===== src/rtl/spectrum_frame_sched_pkg.sv =====
// Shared definitions for the spectrum frame scheduler.
// Contents: frame geometry constants, scheduler state enum, and the
// bin->height and peak-decay helper functions.
package spectrum_frame_sched_pkg;

  localparam int N_BARS = 32;
  localparam int IDX_W  = $clog2(N_BARS);
  localparam int BIN_W  = 24;
  localparam int H_W    = 10;
  localparam int MAX_H  = 479;
  localparam int SHIFT  = 5;
  localparam int DECAY  = 4;

  typedef enum logic [1:0] {
    FILL  = 2'd0,
    READY = 2'd1,
    SWAP  = 2'd2,
    PEAK  = 2'd3
  } sched_state_e;

  // Negative bins draw nothing. The clamp is applied on the full-width shifted
  // value, so large bins saturate instead of wrapping when cut to H_W bits.
  function automatic logic [H_W-1:0] bin_to_height(input logic signed [BIN_W-1:0] b);
    logic signed [BIN_W-1:0] sh;
    sh = b >>> SHIFT;
    if (b < 0)
      return '0;
    else if (sh > $signed(BIN_W'(MAX_H)))
      return H_W'(MAX_H);
    else
      return sh[H_W-1:0];
  endfunction

  // Peak falls by DECAY per frame, floors at 0, and is pushed up by the new bar.
  function automatic logic [H_W-1:0] peak_next(input logic [H_W-1:0] bar,
                                               input logic [H_W-1:0] peak);
    logic [H_W-1:0] dec;
    dec = (peak > H_W'(DECAY)) ? peak - H_W'(DECAY) : '0;
    return (bar > dec) ? bar : dec;
  endfunction

endpackage


===== src/rtl/spectrum_frame_sched_if.sv =====
// Bin stream interface from the FFT into the frame scheduler.
// Signals: valid, ready, bin (signed), last (final bin of a set).
// Handshake: a bin transfers on a clock edge where valid && ready are both 1.
// The master holds bin/last stable while valid is high and not yet accepted;
// ready may change in any cycle and does not depend on valid.
interface spectrum_frame_sched_if;
  import spectrum_frame_sched_pkg::*;

  logic                    valid;
  logic                    ready;
  logic signed [BIN_W-1:0] bin;
  logic                    last;

  modport master (output valid, output bin, output last, input ready);
  modport slave  (input valid, input bin, input last, output ready);
endinterface


===== src/rtl/spectrum_frame_sched_bar_bank_rf.sv =====
// Double-banked bar height register file.
// Ports: i_clk, reset (sync, active-high); front_sel picks the front bank;
// we/waddr/wdata write the back bank; raddr->rdata is the registered renderer
// read of the front bank; paddr->pdata is a combinational front-bank read
// used by the peak pass.
module spectrum_frame_sched_bar_bank_rf
  import spectrum_frame_sched_pkg::*;
(
  input  logic             i_clk,
  input  logic             reset,
  input  logic             front_sel,
  input  logic             we,
  input  logic [IDX_W-1:0] waddr,
  input  logic [H_W-1:0]   wdata,
  input  logic [IDX_W-1:0] raddr,
  output logic [H_W-1:0]   rdata,
  input  logic [IDX_W-1:0] paddr,
  output logic [H_W-1:0]   pdata
);

  logic [H_W-1:0] mem [2][N_BARS];

  always_ff @(posedge i_clk) begin
    if (reset) begin
      for (int b = 0; b < 2; b++)
        for (int i = 0; i < N_BARS; i++)
          mem[b][i] <= '0;
      rdata <= '0;
    end else begin
      // Writes never target the front bank, so the read below cannot collide.
      if (we)
        mem[~front_sel][waddr] <= wdata;
      rdata <= mem[front_sel][raddr];
    end
  end

  assign pdata = mem[front_sel][paddr];

endmodule


===== src/rtl/spectrum_frame_sched.sv =====
// Frame-synchronous scheduler between the FFT bin stream and the bar renderer.
// Ports: i_clk, reset (sync, active-high); s = bin stream slave;
// i_frame_start = vblank-start pulse; i_bar_idx -> o_bar_height/o_peak_height
// (1-cycle registered read); o_committed/o_stale/o_seq_err = 1-cycle pulses;
// o_state = current scheduler state for observation.
module spectrum_frame_sched
  import spectrum_frame_sched_pkg::*;
(
  input  logic                   i_clk,
  input  logic                   reset,
  spectrum_frame_sched_if.slave  s,
  input  logic                   i_frame_start,
  input  logic [IDX_W-1:0]       i_bar_idx,
  output logic [H_W-1:0]         o_bar_height,
  output logic [H_W-1:0]         o_peak_height,
  output logic                   o_committed,
  output logic                   o_stale,
  output logic                   o_seq_err,
  output sched_state_e           o_state
);

  localparam logic [IDX_W-1:0] LAST_IDX = IDX_W'(N_BARS - 1);

  sched_state_e     state, state_next;
  logic [IDX_W-1:0] idx, pidx;
  logic             bank;
  logic             wr_en, commit_next, stale_next, seq_err_next;
  logic [H_W-1:0]   peak_front;
  logic [H_W-1:0]   peak [N_BARS];

  assign s.ready = (state == FILL);
  assign o_state = state;

  always_ff @(posedge i_clk) begin
    if (reset) state <= FILL;
    else       state <= state_next;
  end

  always_comb begin
    state_next   = state;
    wr_en        = 1'b0;
    commit_next  = 1'b0;
    stale_next   = 1'b0;
    seq_err_next = 1'b0;
    unique case (state)
      FILL: begin
        stale_next = i_frame_start;
        if (s.valid) begin
          wr_en = 1'b1;
          // The 32nd bin completes the set whether or not it carries last.
          if (idx == LAST_IDX) begin
            state_next   = READY;
            seq_err_next = !s.last;
          end else if (s.last) begin
            seq_err_next = 1'b1;
          end
        end
      end
      READY: begin
        if (i_frame_start) begin
          state_next  = SWAP;
          commit_next = 1'b1;
        end
      end
      SWAP: state_next = PEAK;
      PEAK: if (pidx == LAST_IDX) state_next = FILL;
      default: state_next = FILL;
    endcase
  end

  always_ff @(posedge i_clk) begin
    if (reset) begin
      idx           <= '0;
      pidx          <= '0;
      bank          <= 1'b0;
      o_committed   <= 1'b0;
      o_stale       <= 1'b0;
      o_seq_err     <= 1'b0;
      o_peak_height <= '0;
      for (int i = 0; i < N_BARS; i++)
        peak[i] <= '0;
    end else begin
      o_committed   <= commit_next;
      o_stale       <= stale_next;
      o_seq_err     <= seq_err_next;
      o_peak_height <= peak[i_bar_idx];
      if (wr_en)
        idx <= (s.last || idx == LAST_IDX) ? '0 : idx + 1'b1;
      // Bank flips on the same edge o_committed rises, so the committed
      // cycle already sees the new front bank.
      if (commit_next)
        bank <= ~bank;
      if (state == SWAP)
        pidx <= '0;
      if (state == PEAK) begin
        peak[pidx] <= peak_next(peak_front, peak[pidx]);
        pidx       <= pidx + 1'b1;
        if (pidx == LAST_IDX)
          idx <= '0;
      end
    end
  end

  spectrum_frame_sched_bar_bank_rf u_rf (
    .i_clk     (i_clk),
    .reset     (reset),
    .front_sel (bank),
    .we        (wr_en),
    .waddr     (idx),
    .wdata     (bin_to_height(s.bin)),
    .raddr     (i_bar_idx),
    .rdata     (o_bar_height),
    .paddr     (pidx),
    .pdata     (peak_front)
  );

endmodule


===== src/flat_wrapper.sv =====
// flat-port wrapper written by rule: the top's interface ports become plain ports
module spectrum_frame_sched_flat import spectrum_frame_sched_pkg::*;
  (i_clk, reset, i_frame_start, i_bar_idx, o_bar_height, o_peak_height, o_committed, o_stale, o_seq_err, o_state, s_valid, s_bin, s_last, s_ready);
  spectrum_frame_sched_if s_i ();
  input  logic i_clk;
  input  logic reset;
  input  logic i_frame_start;
  input  logic [IDX_W-1:0] i_bar_idx;
  output logic [H_W-1:0] o_bar_height;
  output logic [H_W-1:0] o_peak_height;
  output logic o_committed;
  output logic o_stale;
  output logic o_seq_err;
  output sched_state_e o_state;
  input wire logic [$bits(s_i.valid)-1:0] s_valid;
  input wire logic [$bits(s_i.bin)-1:0] s_bin;
  input wire logic [$bits(s_i.last)-1:0] s_last;
  output wire logic [$bits(s_i.ready)-1:0] s_ready;
  assign s_i.valid = s_valid;
  assign s_i.bin = s_bin;
  assign s_i.last = s_last;
  assign s_ready = s_i.ready;
  spectrum_frame_sched u_core (.i_clk(i_clk), .reset(reset), .s(s_i), .i_frame_start(i_frame_start), .i_bar_idx(i_bar_idx), .o_bar_height(o_bar_height), .o_peak_height(o_peak_height), .o_committed(o_committed), .o_stale(o_stale), .o_seq_err(o_seq_err), .o_state(o_state));
endmodule

===== config.mk =====
export PLATFORM = sky130hd
export DESIGN_NAME = spectrum_frame_sched_flat
export DESIGN_NICKNAME = d
export VERILOG_FILES = /design/src/rtl/spectrum_frame_sched_pkg.sv /design/src/rtl/spectrum_frame_sched_if.sv /design/src/rtl/spectrum_frame_sched_bar_bank_rf.sv /design/src/rtl/spectrum_frame_sched.sv /design/src/flat_wrapper.sv
export SDC_FILE = /design/constraint.sdc
export NUM_CORES = 2
export LEC_CHECK = 0
export CORE_UTILIZATION = 60
export DETAILED_ROUTE_END_ITERATION = 10
export PLACE_DENSITY = 0.77
export SYNTH_ARGS = -nofsm -noshare
export SYNTH_HDL_FRONTEND = slang
export SYNTH_HIERARCHICAL = 1
export SYNTH_SLANG_ARGS = --single-unit
export TNS_END_PERCENT = 50

===== constraint.sdc =====
create_clock -name i_clk -period 6.24 [get_ports i_clk]
set_clock_uncertainty 0.1 [all_clocks]
set_input_delay 1.56 -clock i_clk [delete_from_list [all_inputs] [get_ports i_clk]]
set_output_delay 1.56 -clock i_clk [all_outputs]
set_load 0.01 [all_outputs]

closeup.png
Region (128, 69) to (168, 109) µm. Cells in grey, sequential cells in the stronger grey; small squares are vias.
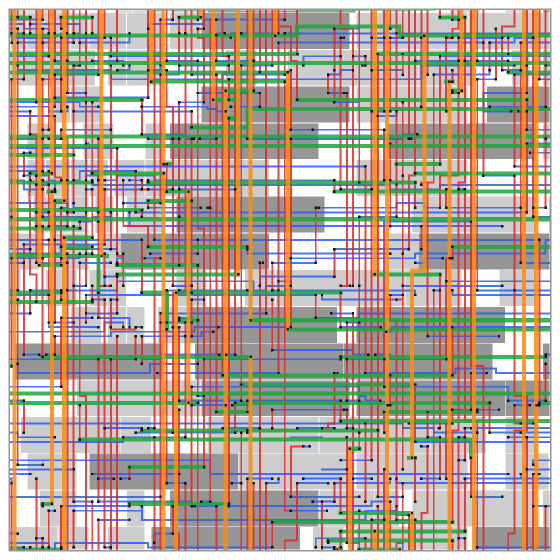
M3: shown in green. M4: shown in orange. M1: shown in blue. M2: shown in red.
Netlist names of flops here include `u_core/u_rf/mem` (18). Most frequent: edfxtp_1 (18), nor2_1 (13), and2_1 (10). Sequential cells in the window: 18. 89 logic cells have their middle in the window.

placed.png
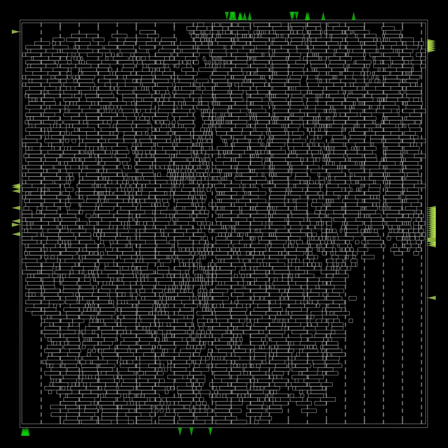
n_taps: 1144
Util after Layout: 66.87%

clock_wires.png
Scale bar: 100 µm.
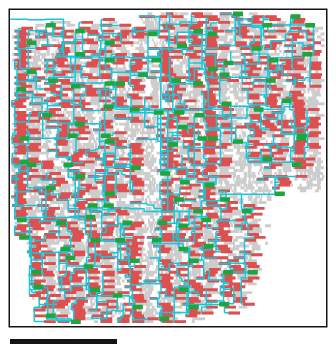
clock-net drivers: shown in green, count 102. clock wires: shown in cyan, length 11300 µm. flip-flops: shown in red, count 1001.
Position of the flops: all over the die.
Clk power: 6.20 mW
Skew-Pair Late Insertion Delay: 0.71 ns

==> run_results.csv <==
group,metric,value,unit
global_routing,grt_max_degree,89,
synth,ys_seq_share,57.23,%
synth,synth_dominant_cell_count,"edfxtp_1",
sta,setup_slack,0.4219,ns
synth,synth_area,51810,µm²
cells_and_area,top_register,"u_core/u_rf/mem",
cells_and_area,flop_area,29670,µm²
setup_path,crit_type,"flop to flop",
synth,top_logic_kind,"multiplexers",
setup_path,regToRegSetupSlack,0.42,ns
synth,ys_warn_count,6,
global_routing,busiest_layer,"met2",
clock_tree,hold_buffers,0,
routing,dr.pass1.iters,7,
synth,synthArstFlopShare,0,%
power,leakage,19.56,nW
sta,hold_slack,0.4688,ns
setup_path,crit_path_top_delay_cell,"dfxtp_4",
worst_hold_path,min_from,"u_core/idx[1]",
cells_and_area,ff_count,1001,
power,pg_comb,3.05,mW
cells_and_area,instances_no_fill,4560,
cells_and_area,drive_above_1_share,27.75,%
global_routing,grt_pass1_wl,228.2,mm
floorplanning,dieArea,87530,µm²
routing,wl_met2,73.95,mm
sta,grt_setup_unrepaired,"no",
job,drv_cap,0,
global_routing,grtUsageMet1,48.00,%
placed_design,place_inst,4365,
run_status,status,"complete, but fails checks",
synth,simple_gate_share,10.50,%
synth,adder_share,0.5796,%
setup_path,crit_fanout,32,
synth,common_cells,"960 x edfxtp_1, 469 x mux4_2, 432 x nor2_1, 350 x and2_1, 167 x clkbuf_1",
floorplanning,row_count,107,
sta,min_period,5.818,ns
routing,highest_layer,"met5",
setup_path,r2r_end,"u_core/peak[23][6]",
synth,yosysChipArea,51810,µm²
power,internal_power,12.81,mW
synth,yosys_cells,3326,
synth,largest_area_cell,"edfxtp_1",
floorplanning,die_w,295.9,µm
synth,syn_inst,3326,
synth,ys_sh_mux,24.80,%
cells_and_area,clk_share,5.994,%
routing,route.met3.wl,23.86,mm
setup_path,crit_required,6.51,ns
sta,slew_viol_final,32,
power,swShare,27.34,%
power,power.share.combinational,17.3,%
placed_design,hpwlAfterDp,105.2,mm
floorplanning,io-pin-count,60,
placed_design,io_buffers,54,
clock_tree,numClockSinks,1001,
cells_and_area,mostFrequentLayoutCells,"960 x edfxtp_1, 469 x mux4_2, 427 x nor2_1",
placed_design,gp_congestion,0.9719,
floorplanning,fp_util,60.75,%
sta,setup_violations,0,
routing,drc,0,
global_routing,grt_util_met2,57.13,%
cells_and_area,n_antenna_cell,3,
run_status,violations,"slew limit",
clock_tree,clockBufferDepth,3,
routing,wl_met1,52.03,mm
setup_path,r2r_cells,16,
global_routing,grt_pass1_vias,32740,
cells_and_area,largestRegisters,"u_core/u_rf/mem x640, u_core/peak x320",
setup_path,critPathCapture,"u_core/peak[23][6]",
setup_path,slowest_delay,0.60,ns
power,p_sw,4.817,mW
synth,ys_sh_xor,0.06762,%
placed_design,place_area,53600,µm²
job,warnings,39,
cells_and_area,final-comb-area,20570,µm²
routing,antenna_left,0,
cells_and_area,buffers,205,
clock_tree,cts_setup_buffers,0,
worst_hold_path,min_to,"u_core/idx[1]",
synth,synthAoiAreaFrac,3.504,%
setup_path,critPathCaptureType,"flop",
sta,fmax,171.9,MHz
synth,synth-edff-count,960,
power,pg_seq,8.37,mW
cells_and_area,num-nets-final,3383,
setup_path,critical_path_buf_inv_count,2,
setup_path,cpMostUsedCell,"nor2_1",
layers.png
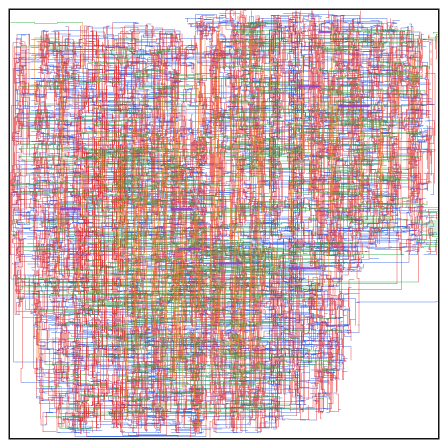
M1: shown in blue, wire length 52.0 mm. M4: shown in orange, wire length 10200 µm. M3: shown in green, wire length 23.9 mm. M2: shown in red, wire length 74.0 mm. M5: shown in purple, wire length 116 µm.
per-cell routed wire length: 35.13 µm
DRT Wirelength: 160.2 mm
Via Count: 33300
Global Route Usage Sum: 37.05%

m3.png
Scale bar: 100 µm.
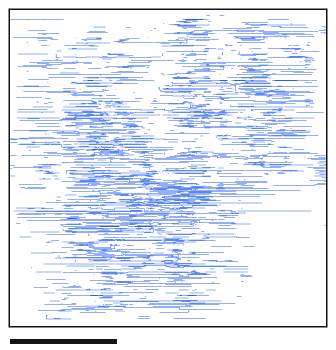
777 nets have wire on it. The layer carries 23.9 mm of wire. The longest straight run is 148 µm. The wires run mostly horizontal.
met3 Track Usage GR: 10.60%

Power figures rest on the tool's default switching activity, not on a simulated workload.
